==> run_1/final_congestion.png <==
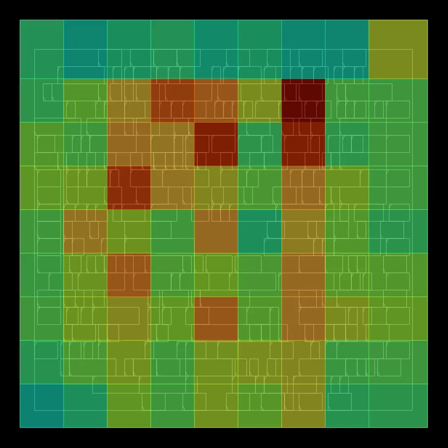
==> run_1/pdn.png <==
The bar under the picture is 20 um long. Pins as bars on the die edge. Tap cells in gray.
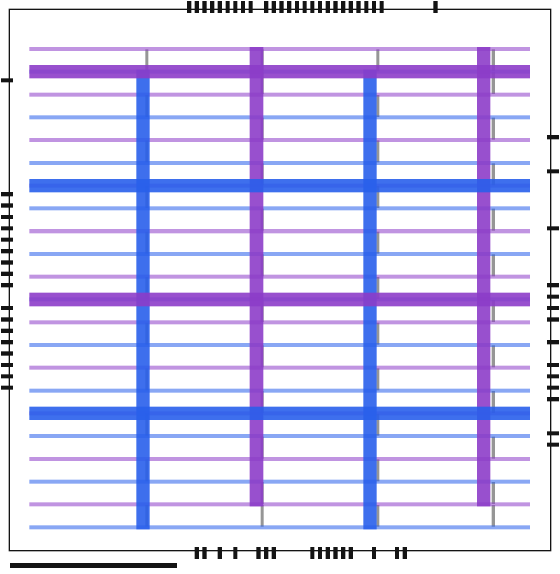
==> run_1/clock_map.png <==
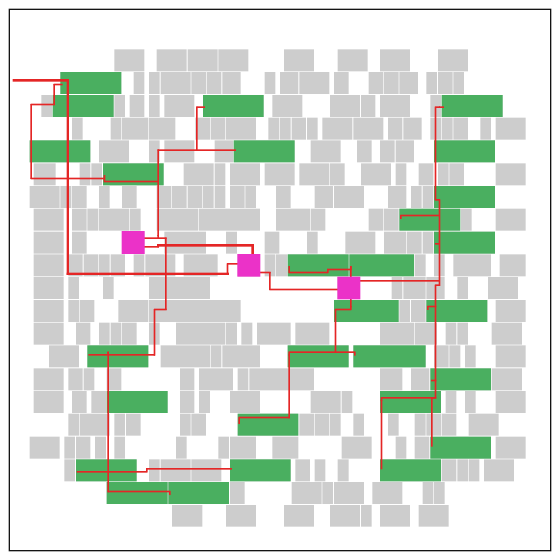
==> src/rtl/xor_arbiter_if.sv <==
`timescale 1ns / 1ps
`default_nettype none
// ============================================================================
// Module   : xor_arbiter_if
// Purpose  : Bundles the requester, shared-XOR-unit and response signals of
//            the two-requester XOR arbiter.
// Signals  : req_valid[1:0]   per-requester request, bit i = requester i
//            a0/b0, a1/b1     8-bit operands of requester 0 / 1
//            req_ready[1:0]   per-requester accept (one-hot or 00)
//            xor_a, xor_b     operands presented to the shared XOR unit
//            xor_out          combinational result of the shared XOR unit
//            resp_valid[1:0]  one-hot response strobe to the owner
//            resp_data        registered result shared by both requesters
//            resp_ready       response accept from the current owner
//            busy             arbiter is not idle
// Modports : slave  - the arbiter itself
//            master - the environment (requesters + XOR unit)
// Revision : 1.0  initial release
// ============================================================================
interface xor_arbiter_if;

  logic [1:0] req_valid;
  logic [7:0] a0;
  logic [7:0] b0;
  logic [7:0] a1;
  logic [7:0] b1;
  logic [1:0] req_ready;
  logic [7:0] xor_a;
  logic [7:0] xor_b;
  logic [7:0] xor_out;
  logic [1:0] resp_valid;
  logic [7:0] resp_data;
  logic       resp_ready;
  logic       busy;

  modport slave (
    input  req_valid, a0, b0, a1, b1, xor_out, resp_ready,
    output req_ready, xor_a, xor_b, resp_valid, resp_data, busy
  );

  modport master (
    output req_valid, a0, b0, a1, b1, xor_out, resp_ready,
    input  req_ready, xor_a, xor_b, resp_valid, resp_data, busy
  );

endinterface

`default_nettype wire

==> src/rtl/xor_arbiter.sv <==
`timescale 1ns / 1ps
`default_nettype none
// ============================================================================
// Module   : xor_arbiter
// Purpose  : Arbitrates two requesters onto one shared 8-bit XOR unit.
//            A grant latches the winner's operands, spends one cycle in
//            EXEC while the external XOR unit evaluates, then holds the
//            registered result in RESP until the owner accepts it.
//            Simultaneous requests are resolved by a priority pointer that
//            flips to the non-owner after every completed response.
// Ports    : clk    - rising-edge clock
//            reset  - synchronous active-high reset
//            arb    - xor_arbiter_if.slave (request / XOR / response bus)
// Revision : 1.0  initial release
// ============================================================================
module xor_arbiter (
  input  wire logic    clk,
  input  wire logic    reset,
  xor_arbiter_if.slave arb
);

  localparam logic [1:0] S_IDLE = 2'd0;
  localparam logic [1:0] S_EXEC = 2'd1;
  localparam logic [1:0] S_RESP = 2'd2;

  // --------------------------------------------------------------------------
  // State and datapath registers
  // --------------------------------------------------------------------------
  logic [1:0] state_q;
  logic [1:0] state_d;
  logic       prio_q;       // requester that wins a tie
  logic       prio_d;
  logic       owner_q;      // requester whose operation is in flight
  logic       owner_d;
  logic [7:0] op_a_q;
  logic [7:0] op_a_d;
  logic [7:0] op_b_q;
  logic [7:0] op_b_d;
  logic [7:0] resp_data_q;
  logic [7:0] resp_data_d;

  // --------------------------------------------------------------------------
  // Grant decode (IDLE only). Forced to 00 while reset is asserted so no
  // requester believes it was accepted on a reset edge.
  // --------------------------------------------------------------------------
  logic [1:0] grant;
  logic       accept;
  logic       grant_id;

  always_comb begin
    grant = 2'b00;
    if (!reset && (state_q == S_IDLE)) begin
      case (arb.req_valid)
        2'b01:   grant = 2'b01;
        2'b10:   grant = 2'b10;
        2'b11:   grant = prio_q ? 2'b10 : 2'b01;
        default: grant = 2'b00;
      endcase
    end
  end

  // grant is only ever non-zero for a requester whose valid bit is set
  assign accept   = |grant;
  assign grant_id = grant[1];

  // --------------------------------------------------------------------------
  // FSM process 1: state register
  // --------------------------------------------------------------------------
  always_ff @(posedge clk) begin
    if (reset) begin
      state_q <= S_IDLE;
    end else begin
      state_q <= state_d;
    end
  end

  // --------------------------------------------------------------------------
  // FSM process 2: next-state logic
  // --------------------------------------------------------------------------
  always_comb begin
    state_d = state_q;
    case (state_q)
      S_IDLE: begin
        if (accept) begin
          state_d = S_EXEC;
        end
      end
      S_EXEC: begin
        state_d = S_RESP;
      end
      S_RESP: begin
        if (arb.resp_ready) begin
          state_d = S_IDLE;
        end
      end
      default: begin
        state_d = S_IDLE;
      end
    endcase
  end

  // --------------------------------------------------------------------------
  // FSM process 3: outputs
  // --------------------------------------------------------------------------
  always_comb begin
    arb.req_ready  = grant;
    arb.resp_valid = 2'b00;
    if (state_q == S_RESP) begin
      arb.resp_valid = owner_q ? 2'b10 : 2'b01;
    end
    arb.busy      = (state_q != S_IDLE);
    // XOR unit always sees the captured operands, never the live inputs
    arb.xor_a     = op_a_q;
    arb.xor_b     = op_b_q;
    arb.resp_data = resp_data_q;
  end

  // --------------------------------------------------------------------------
  // Datapath next-state
  // --------------------------------------------------------------------------
  always_comb begin
    op_a_d      = op_a_q;
    op_b_d      = op_b_q;
    owner_d     = owner_q;
    prio_d      = prio_q;
    resp_data_d = resp_data_q;

    if ((state_q == S_IDLE) && accept) begin
      op_a_d  = grant_id ? arb.a1 : arb.a0;
      op_b_d  = grant_id ? arb.b1 : arb.b0;
      owner_d = grant_id;
    end

    // The XOR unit has had the whole EXEC cycle to settle on op_a/op_b
    if (state_q == S_EXEC) begin
      resp_data_d = arb.xor_out;
    end

    if ((state_q == S_RESP) && arb.resp_ready) begin
      prio_d = ~owner_q;
    end
  end

  always_ff @(posedge clk) begin
    if (reset) begin
      op_a_q      <= 8'h00;
      op_b_q      <= 8'h00;
      owner_q     <= 1'b0;
      prio_q      <= 1'b0;
      resp_data_q <= 8'h00;
    end else begin
      op_a_q      <= op_a_d;
      op_b_q      <= op_b_d;
      owner_q     <= owner_d;
      prio_q      <= prio_d;
      resp_data_q <= resp_data_d;
    end
  end

  // --------------------------------------------------------------------------
  // Protocol properties
  // --------------------------------------------------------------------------
  a_resp_valid_not_both : assert property (
    @(posedge clk) disable iff (reset) arb.resp_valid != 2'b11
  );

  a_no_ready_when_busy : assert property (
    @(posedge clk) disable iff (reset)
    (state_q != S_IDLE) |-> (arb.req_ready == 2'b00)
  );

  a_resp_data_stable : assert property (
    @(posedge clk) disable iff (reset)
    (state_q != S_EXEC) |=> $stable(resp_data_q)
  );

endmodule

`default_nettype wire

==> src/flat_wrapper.sv <==
// flat-port wrapper written by rule: the top's interface ports become plain ports
module xor_arbiter_flat 
  (clk, reset, arb_req_valid, arb_a0, arb_b0, arb_a1, arb_b1, arb_xor_out, arb_resp_ready, arb_req_ready, arb_xor_a, arb_xor_b, arb_resp_valid, arb_resp_data, arb_busy);
  xor_arbiter_if arb_i ();
  input  wire logic clk;
  input  wire logic reset;
  input wire logic [$bits(arb_i.req_valid)-1:0] arb_req_valid;
  input wire logic [$bits(arb_i.a0)-1:0] arb_a0;
  input wire logic [$bits(arb_i.b0)-1:0] arb_b0;
  input wire logic [$bits(arb_i.a1)-1:0] arb_a1;
  input wire logic [$bits(arb_i.b1)-1:0] arb_b1;
  input wire logic [$bits(arb_i.xor_out)-1:0] arb_xor_out;
  input wire logic [$bits(arb_i.resp_ready)-1:0] arb_resp_ready;
  output wire logic [$bits(arb_i.req_ready)-1:0] arb_req_ready;
  output wire logic [$bits(arb_i.xor_a)-1:0] arb_xor_a;
  output wire logic [$bits(arb_i.xor_b)-1:0] arb_xor_b;
  output wire logic [$bits(arb_i.resp_valid)-1:0] arb_resp_valid;
  output wire logic [$bits(arb_i.resp_data)-1:0] arb_resp_data;
  output wire logic [$bits(arb_i.busy)-1:0] arb_busy;
  assign arb_i.req_valid = arb_req_valid;
  assign arb_i.a0 = arb_a0;
  assign arb_i.b0 = arb_b0;
  assign arb_i.a1 = arb_a1;
  assign arb_i.b1 = arb_b1;
  assign arb_i.xor_out = arb_xor_out;
  assign arb_i.resp_ready = arb_resp_ready;
  assign arb_req_ready = arb_i.req_ready;
  assign arb_xor_a = arb_i.xor_a;
  assign arb_xor_b = arb_i.xor_b;
  assign arb_resp_valid = arb_i.resp_valid;
  assign arb_resp_data = arb_i.resp_data;
  assign arb_busy = arb_i.busy;
  xor_arbiter u_core (.clk(clk), .reset(reset), .arb(arb_i));
endmodule
==> config.mk <==
export PLATFORM = sky130hd
export DESIGN_NAME = xor_arbiter_flat
export DESIGN_NICKNAME = d
export VERILOG_FILES = /design/src/rtl/xor_arbiter_if.sv /design/src/rtl/xor_arbiter.sv /design/src/flat_wrapper.sv
export SDC_FILE = /design/constraint.sdc
export NUM_CORES = 1
export LEC_CHECK = 0
export ABC_AREA = 1
export ABC_CLOCK_PERIOD_IN_PS = 1590
export CORE_MARGIN = 2
export CORE_UTILIZATION = 40
export DETAILED_ROUTE_END_ITERATION = 10
export GPL_TIMING_DRIVEN = 0
export HOLD_SLACK_MARGIN = 0.02
export PLACE_DENSITY = 0.81
export SYNTH_ARGS = -nofsm -noshare
export SYNTH_HDL_FRONTEND = slang
export SYNTH_SLANG_ARGS = --single-unit
export TNS_END_PERCENT = 10
==> constraint.sdc <==
create_clock -name clk -period 1.59 [get_ports clk]
set_clock_uncertainty 0.05 [all_clocks]
set_input_delay 0.159 -clock clk [delete_from_list [all_inputs] [get_ports clk]]
set_output_delay 0.159 -clock clk [all_outputs]
set_load 0.005 [all_outputs]
==> GITHUB_STEP_SUMMARY, run 1 <==
## Synthesis and layout report

| Metric | Value |
|---|---|
| Outcome | `finished with violations` |
| Failing checks | `negative setup slack` |
| Yosys top cell by area | `sky130_fd_sc_hd__dfxtp_1` |
| Clock root buffer | `sky130_fd_sc_hd__clkbuf_4` |
| Launch point of the worst reg-to-reg path | `u_core.state_q[1]` |
| HPWL reported at the end of detailed placement | `between 2000 and 3000 um` |
| Largest net degree at the start of global routing | `17` |
| Via-per-instance ratio | `~4.6` |
| Library cells used by synthesis | `25` |
| Count of clock-net buffers in the final layout | `3` |
| Prevailing logic family in the synthesized netlist | `simple AND/OR/NAND/NOR gates` |
| Number of antenna repair diodes | `0` |
| Combinational Gates | `~120` |
| Vertical die dimension | `between 60 and 70 um` |
| CP Data Arrival Time | `1.45 ns` |
| Number of OpenROAD warnings | `28` |
| Invs w/o clock | `between 40 and 50` |
| # Taps | `around 46` |
| Insertion delay of the later-clocked pin in the worst-skew pair | `0.33 ns` |
| Critical-path maximum fanout | `2` |
| Worst setup slack before clock tree synthesis | `-0.504 ns` |
| Endpoints failing hold | `0` |
| Gpl congestion | `around 0.8` |
| Via count of the first global-routing pass | `1,494` |
| Via count | `roughly 1,500` |
| Post-Synth XOR/XNOR Area | `0%` |
| Kind of critical path | `reg -> out` |
| Unrepaired setup endpoints after global routing | `true` |
| Basic-gate share of the synthesized area counting and, or, nand and nor cells | `31.7%` |
| Non-clock buffer total of the final layout | `around 82` |
| Leak | `~1.1 nW` |
| Buffers on Ports | `72` |
| Area Overhead vs Synth | `59.0%` |
| Worst Hold Endpoint | `u_core.arb.xor_a[1]` |
| Power per cell area | `783 nW/um^2` |
| Portion of the layout cell area used by clock cells | `roughly 2.3%` |
| Worst R2R Setup Slack | `around 0.22 ns` |
| Horizontal extent of the die | `around 64 um` |
| Worst Setup SP | `u_core.state_q[1]` |
| Maximum clock frequency | `602 MHz` |
| Worst setup EP type | `output port` |
| Total routed wirelength | `3630 um` |
| Worst min-delay path class | `in -> reg` |
| Flip-flop and latch count after synthesis | `28` |
| Core utilization before placement | `between 40% and 50%` |
| Ys Warns | `0` |
| Largest cell class | `non-clock buffers` |
| CTS tree | `done` |
| Crit path launch type | `flop` |
| Hold Path Cell Cnt | `4` |
| Mapped cell area | `approximately 1500 um^2` |
| Post-Synth Adder-Cell Area | `0%` |
| Sequential-to-total area share from yosys stat | `between 30% and 40%` |
| Setup violation total in the final timing report | `2` |
| Largest cells by area after synthesis | `sky130_fd_sc_hd__dfxtp_1 38%, sky130_fd_sc_hd__nand3_1 11%, sky130_fd_sc_hd__inv_1 9.7%, sky130_fd_sc_hd__nand2_1 6.9%, sky130_fd_sc_hd__nor2_1 5.4%` |
| Post-CTS setup repair buffer count | `1` |
| Flop Count | `28` |
| Fin nets | `between 300 and 400` |
| Number of antenna violations at the first check in global routing | `0` |
| Max rail drop VDD | `approximately 0.52 mV` |
| Total gr overflow | `0` |
| Flop share of the area | `24.4%` |
| Wire length of the first global-routing pass | `about 6300 um` |
| Fraction of synthesized area in multiplexers | `0%` |
| Share of layout cells above drive strength 1 | `15.1%` |
| Inserted Clock Buffers | `3` |
| Post-synthesis share of cell area spent on and-or and or-and gates | `about an eighth` |
| Final period utilization | `104%` |
| Required time at the worst-slack endpoint | `about 1.4 ns` |
| Slack of the critical path | `-0.0715 ns` |
| Most common cell after layout, fill and taps aside | `sky130_fd_sc_hd__clkdlybuf4s50_1` |
| Average instance area after synthesis | `between 7 and 8 um^2` |
| Detailed Route Iter0 Violations | `around 85` |
| R2R cell count | `7` |
| Floorplan net count | `between 200 and 250` |
| Fin. max-slew vios | `0` |
| Area of the synthesized netlist per yosys stat | `around 1500 um^2` |
| FF/Latch Area | `567 um^2` |
| Hold slack final | `0.104 ns` |
| Tally of max-capacitance violations | `0` |
| Actual slew at the worst max-slew pin | `about 0.49 ns` |
| Detailed-routing iteration count for the pre-antenna-repair pass | `4` |
| Comb area share | `28.7%` |
| Combined area of the multi-input logic cells | `about 670 um^2` |
| Std-Cell Rows | `21` |
| Layout non-clock buf frac | `a little over a third` |
| CTS Sinks | `28` |
| Critical hold path startpoint | `reset` |
| Post_cts resized | `11` |
| Clock Path Buffers | `2` |
| Number of top-level pins | `74` |
| Post-cts hold buffer count | `0` |
| Max-slew headroom | `approximately two thirds` |
| Post-route non-filler standard cell count | `approximately 330` |
| Clock transition at path regs | `about 0.15 ns` |
| H-tree lvl count | `1` |
| Leading cell types in the layout, fill and taps excluded | `66 x sky130_fd_sc_hd__clkdlybuf4s50_1, 38 x sky130_fd_sc_hd__inv_1, 32 x sky130_fd_sc_hd__nand3_1, 27 x sky130_fd_sc_hd__nand2_1, 25 x sky130_fd_sc_hd__dfxtp_1` |
| Antenna-violating nets left | `0` |
| Number of DRC violations after detailed routing | `0` |
| Total instance count after detailed placement | `between 300 and 400` |
| Share of the synthesized area in the top cell type | `38.3%` |
| Core region area | `approximately 3400 um^2` |
About final_congestion.png:
average routed wire per standard cell: 11.2 um
met3 track utilization from global routing: 4.86%
Most Crowded Layer GR: met2
final core utilization: 68.1%
GR Util All Layers: 18.9%

About pdn.png:
Blue shows VSS. Purple shows VDD.
4 straps on met4. 46 tap cells. The core has 21 rows. 74 signal pins sit on the boundary.

About clock_map.png:
Green shows flip-flops, count 28. Magenta shows cells driving clock nets, count 3. Red shows clock wires, length 328 um.
There are 4 routed clock nets. Position of the flops: widely spread.

run 1: flip-flops by register name, indices dropped and copies added, names as in the netlist:
register / flops
u_core.arb.xor_a: 8
u_core.prio_q: 1
u_core.owner_q: 1
u_core.arb.resp_data: 8
u_core.arb.xor_b: 8
u_core.state_q: 2
run 1: worst max-delay path by stage:
stage,to,slack [ns],depth (start not counted)
after floorplan,u_core.arb.xor_a[6],0.34,7
after global placement,arb_req_ready[1],-0.45,7
after detailed placement,arb_req_ready[1],-0.50,7
after CTS,arb_req_ready[1],-0.18,7
after global routing,arb_busy,-0.17,4
final,arb_busy,-0.07,4
run 1: metrics by stage:
stage | setup TNS [ns] | instance area, um^2
after floorplan | 0 | 1460
after global placement | -1.31 | 2240
after detailed placement | -1.59 | 2240
after CTS | -0.379 | 2310
after global routing | -0.306 | 2330
final | -0.120 | 2330
run 1: cells in the mapped netlist, drive strengths merged:
cell and count:
inv 40, nand2 38, clkinv 1, o21ai 8, a21oi 18, o21a 1, nor2 22, o211ai 1
a211oi 1, a22oi 1, buf 5, dfxtp 28, nand3 34, clkbuf 3
run 1: worst max-delay path, stage by stage, from the launching register on:
cell	delay, ns
sky130_fd_sc_hd__dfxtp_4	0.38
sky130_fd_sc_hd__nor2_4	0.13
sky130_fd_sc_hd__buf_4	0.15
sky130_fd_sc_hd__inv_1	0.04
sky130_fd_sc_hd__clkdlybuf4s50_1	0.43
run 1: layer usage:
metal | part of all wire (%) | track usage [%] | vias to the layer above
li1 | - | - | 780
met1 | 41 | 20.6 | 647
met2 | 51 | 35.5 | 46
met3 | 5.8 | 4.86 | 8
met4 | 2.1 | 5.85 | 0
met5 | 0 | 0 | -
run 1: power by group:
part           total (mW)  internal [mW]  switching [mW]
sequential          0.805          0.769          0.0353
clock               0.468          0.255           0.213
combinational       0.551          0.314           0.236
==> run 2, diff against run 1 <==
- CTS_CLUSTER_SIZE: not set -> 8
==> run_2/pdn.png <==
The bar under the picture is 20 um long. Pins as bars on the die edge. Tap cells in gray.
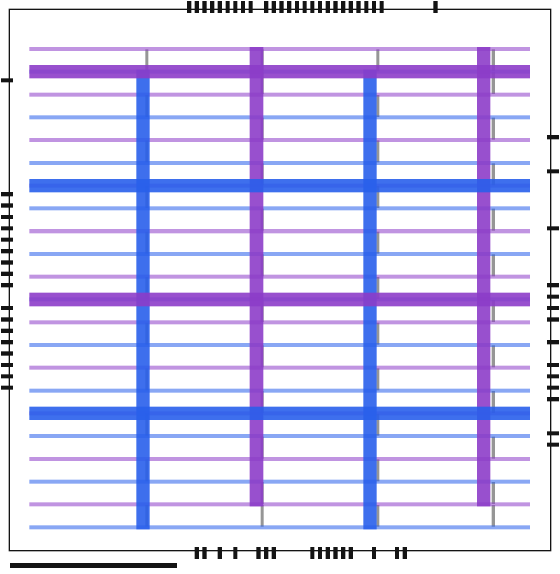
Blue shows VSS. Purple shows VDD.
22 met1 rails follow the rows. 4 straps on met4. 46 tap cells. 4 straps on met5.
Max rail drop VDD: 0.520 mV
vertical die dimension: 64.5 um
horizontal extent of the die: 64.5 um
core region area: 3420 um^2

==> run_2/final_congestion.png <==
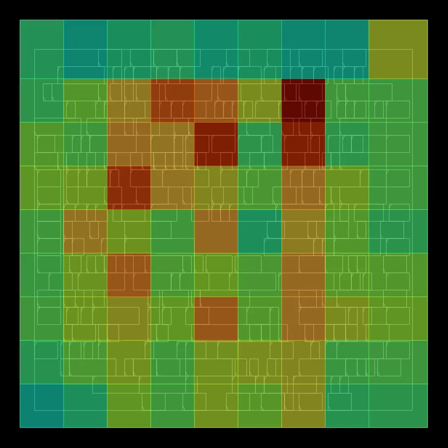
met1 GRT Util: 20.6%
met2 usage: 35.5%

==> GITHUB_STEP_SUMMARY, run 2 <==
## Synthesis and layout report

| Metric | Value |
|---|---|
| Outcome | `finished with violations` |
| Failing checks | `negative setup slack` |
| Leading register cell type out of synthesis | `sky130_fd_sc_hd__dfxtp_1` |
| Seq pwr share | `approximately 44%` |
| Kind of critical path | `reg -> out` |
| Via-per-instance ratio | `roughly 4.6` |
| Length of routed wiring on met1 | `between 1000 and 1500 um` |
| Largest cells by area after synthesis | `sky130_fd_sc_hd__dfxtp_1 38%, sky130_fd_sc_hd__nand3_1 11%, sky130_fd_sc_hd__inv_1 9.7%, sky130_fd_sc_hd__nand2_1 6.9%, sky130_fd_sc_hd__nor2_1 5.4%` |
| Area Overhead vs Synth | `59.0%` |
| Max-slew headroom | `between 60% and 70%` |
| Total gr overflow | `0` |
| Power in combinational cells | `about 550 uW` |
| Hold slack final | `approximately 0.10 ns` |
| EDFF count, synth | `0` |
| Yosys top cell by area | `sky130_fd_sc_hd__dfxtp_1` |
| Share of layout cells above drive strength 1 | `about 15%` |
| Endpoints failing hold | `0` |
| R2R cell count | `7` |
| Maximum clock frequency | `602 MHz` |
| CTS tree | `done` |
| Worst R2R Setup Slack | `~0.22 ns` |
| Inserted Clock Buffers | `3` |
| Synth async-reset ratio | `0%` |
| Detail Route met2 WL | `1870 um` |
| Worst setup slack before clock tree synthesis | `-0.504 ns` |
| Required time at the worst-slack endpoint | `~1.4 ns` |
| Slack of the critical path | `-0.0715 ns` |
| Total buffers and inverters traversed by the critical path | `3` |
| Combined area of the multi-input logic cells | `roughly 670 um^2` |
| Setup violation total in the final timing report | `2` |
| Core utilization before placement | `between 40% and 50%` |
| Unrepaired setup endpoints after global routing | `true` |
| Wire length of the first global-routing pass | `6290 um` |
| Share of the synthesized area in the top cell type | `a little under two fifths` |
| Launch point of the worst reg-to-reg path | `u_core.state_q[1]` |
| Highest routing layer actually used | `met4` |
| Buffers on Ports | `about 72` |
| Worst setup EP type | `output port` |
| Hold Path Cell Cnt | `4` |
| Fin nets | `roughly 330` |
| Met3 track utilization from global routing | `4.86%` |
| Number of top-level pins | `74` |
| Average instance area after synthesis | `approximately 7.3 um^2` |
| GR Util All Layers | `between 10% and 20%` |
| Total routed wirelength | `approximately 3600 um` |
| Most common cell in the netlist | `sky130_fd_sc_hd__inv_1` |
| Via count of the first global-routing pass | `roughly 1,500` |
| Actual slew at the worst max-slew pin | `approximately 0.49 ns` |
| Leak | `approximately 1.1 nW` |
| Power dissipated by switching net loads | `485 uW` |
| Fin. max-slew vios | `0` |
| Clock root buffer | `sky130_fd_sc_hd__clkbuf_4` |
| Detailed Route Iter0 Violations | `roughly 85` |
| Critical-path maximum fanout | `2` |
| Detailed-routing iteration count for the pre-antenna-repair pass | `4` |
| Antenna-violating nets left | `0` |
| Logic pwr share | `a little under a third` |
| Commonest cells in the synthesized netlist | `38 x sky130_fd_sc_hd__inv_1, 32 x sky130_fd_sc_hd__nand3_1, 28 x sky130_fd_sc_hd__dfxtp_1` |
| Crit path launch type | `flop` |
| Highest-power group | `sequential cells` |
| Flip-flop and latch count after synthesis | `28` |
==> run_2/cell_classes.png <==
The bar under the picture is 20 um long.
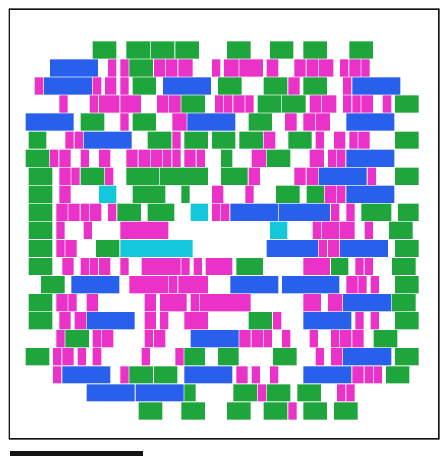
Green shows other buffers and delay cells, cells 82. Cyan shows clock drivers and dummy loads, cells 4. Magenta shows all other logic, cells 165. Blue shows flops, cells 28.

## run 2: timing repair
action,CTS,global route
endpoints found under the setup margin,5,7
hold endpoints to repair,0,0
buffers inserted,1,1
cloned,0,0
pin swaps,1,2
gates resized,11,9
hold buffers,0,0
## run 2: per-stage QoR
stage	total power, mW	setup TNS (ns)	cells	cell area [um^2]	util [%]
final	1.82	-0.120	325	2330	68.1
after CTS	1.84	-0.379	324	2310	67.8
after global routing	1.93	-0.306	325	2330	68.1
after floorplan	1.07	0	201	1460	-
after detailed placement	1.36	-1.59	319	2240	65.6
after global placement	1.35	-1.31	319	2240	65.6
## run 2: area by class of cell
cell class | instances | area share [%]
Tap cell | 46 | 2.47
Inverter | 41 | 7.15
Multi-Input combinational cell | 124 | 28.7
Clock inverter | 1 | 1.29
Clock buffer | 3 | 0.968
Sequential cell | 28 | 24.4
Timing Repair Buffer | 74 | 31.1
Buffer | 8 | 3.98
## run 2: cell families (layout without fill, tap and decap cells)
family / after synthesis / after routing / synth area share (%)
AOI/OAI and AO/OA: 30 / 30 / 13.2
DFF: 28 / 28 / 38.3
and+or+nand+nor: 94 / 94 / 31.7
buffers and inverters: 49 / 127 / 16.8
## run 2: worst max path at each step
stage / startpoint / cells after the start / slack (ns) / end
after floorplan: u_core.state_q[1] / 7 / 0.34 / u_core.arb.xor_a[6]
after global placement: arb_req_valid[1] / 7 / -0.45 / arb_req_ready[1]
after CTS: u_core.state_q[1] / 7 / -0.18 / arb_req_ready[1]
final: u_core.state_q[1] / 4 / -0.07 / arb_busy
after detailed placement: arb_req_valid[1] / 7 / -0.50 / arb_req_ready[1]
after global routing: u_core.state_q[1] / 4 / -0.17 / arb_busy
No activity file was given, so power comes from the tool's default toggle rates.
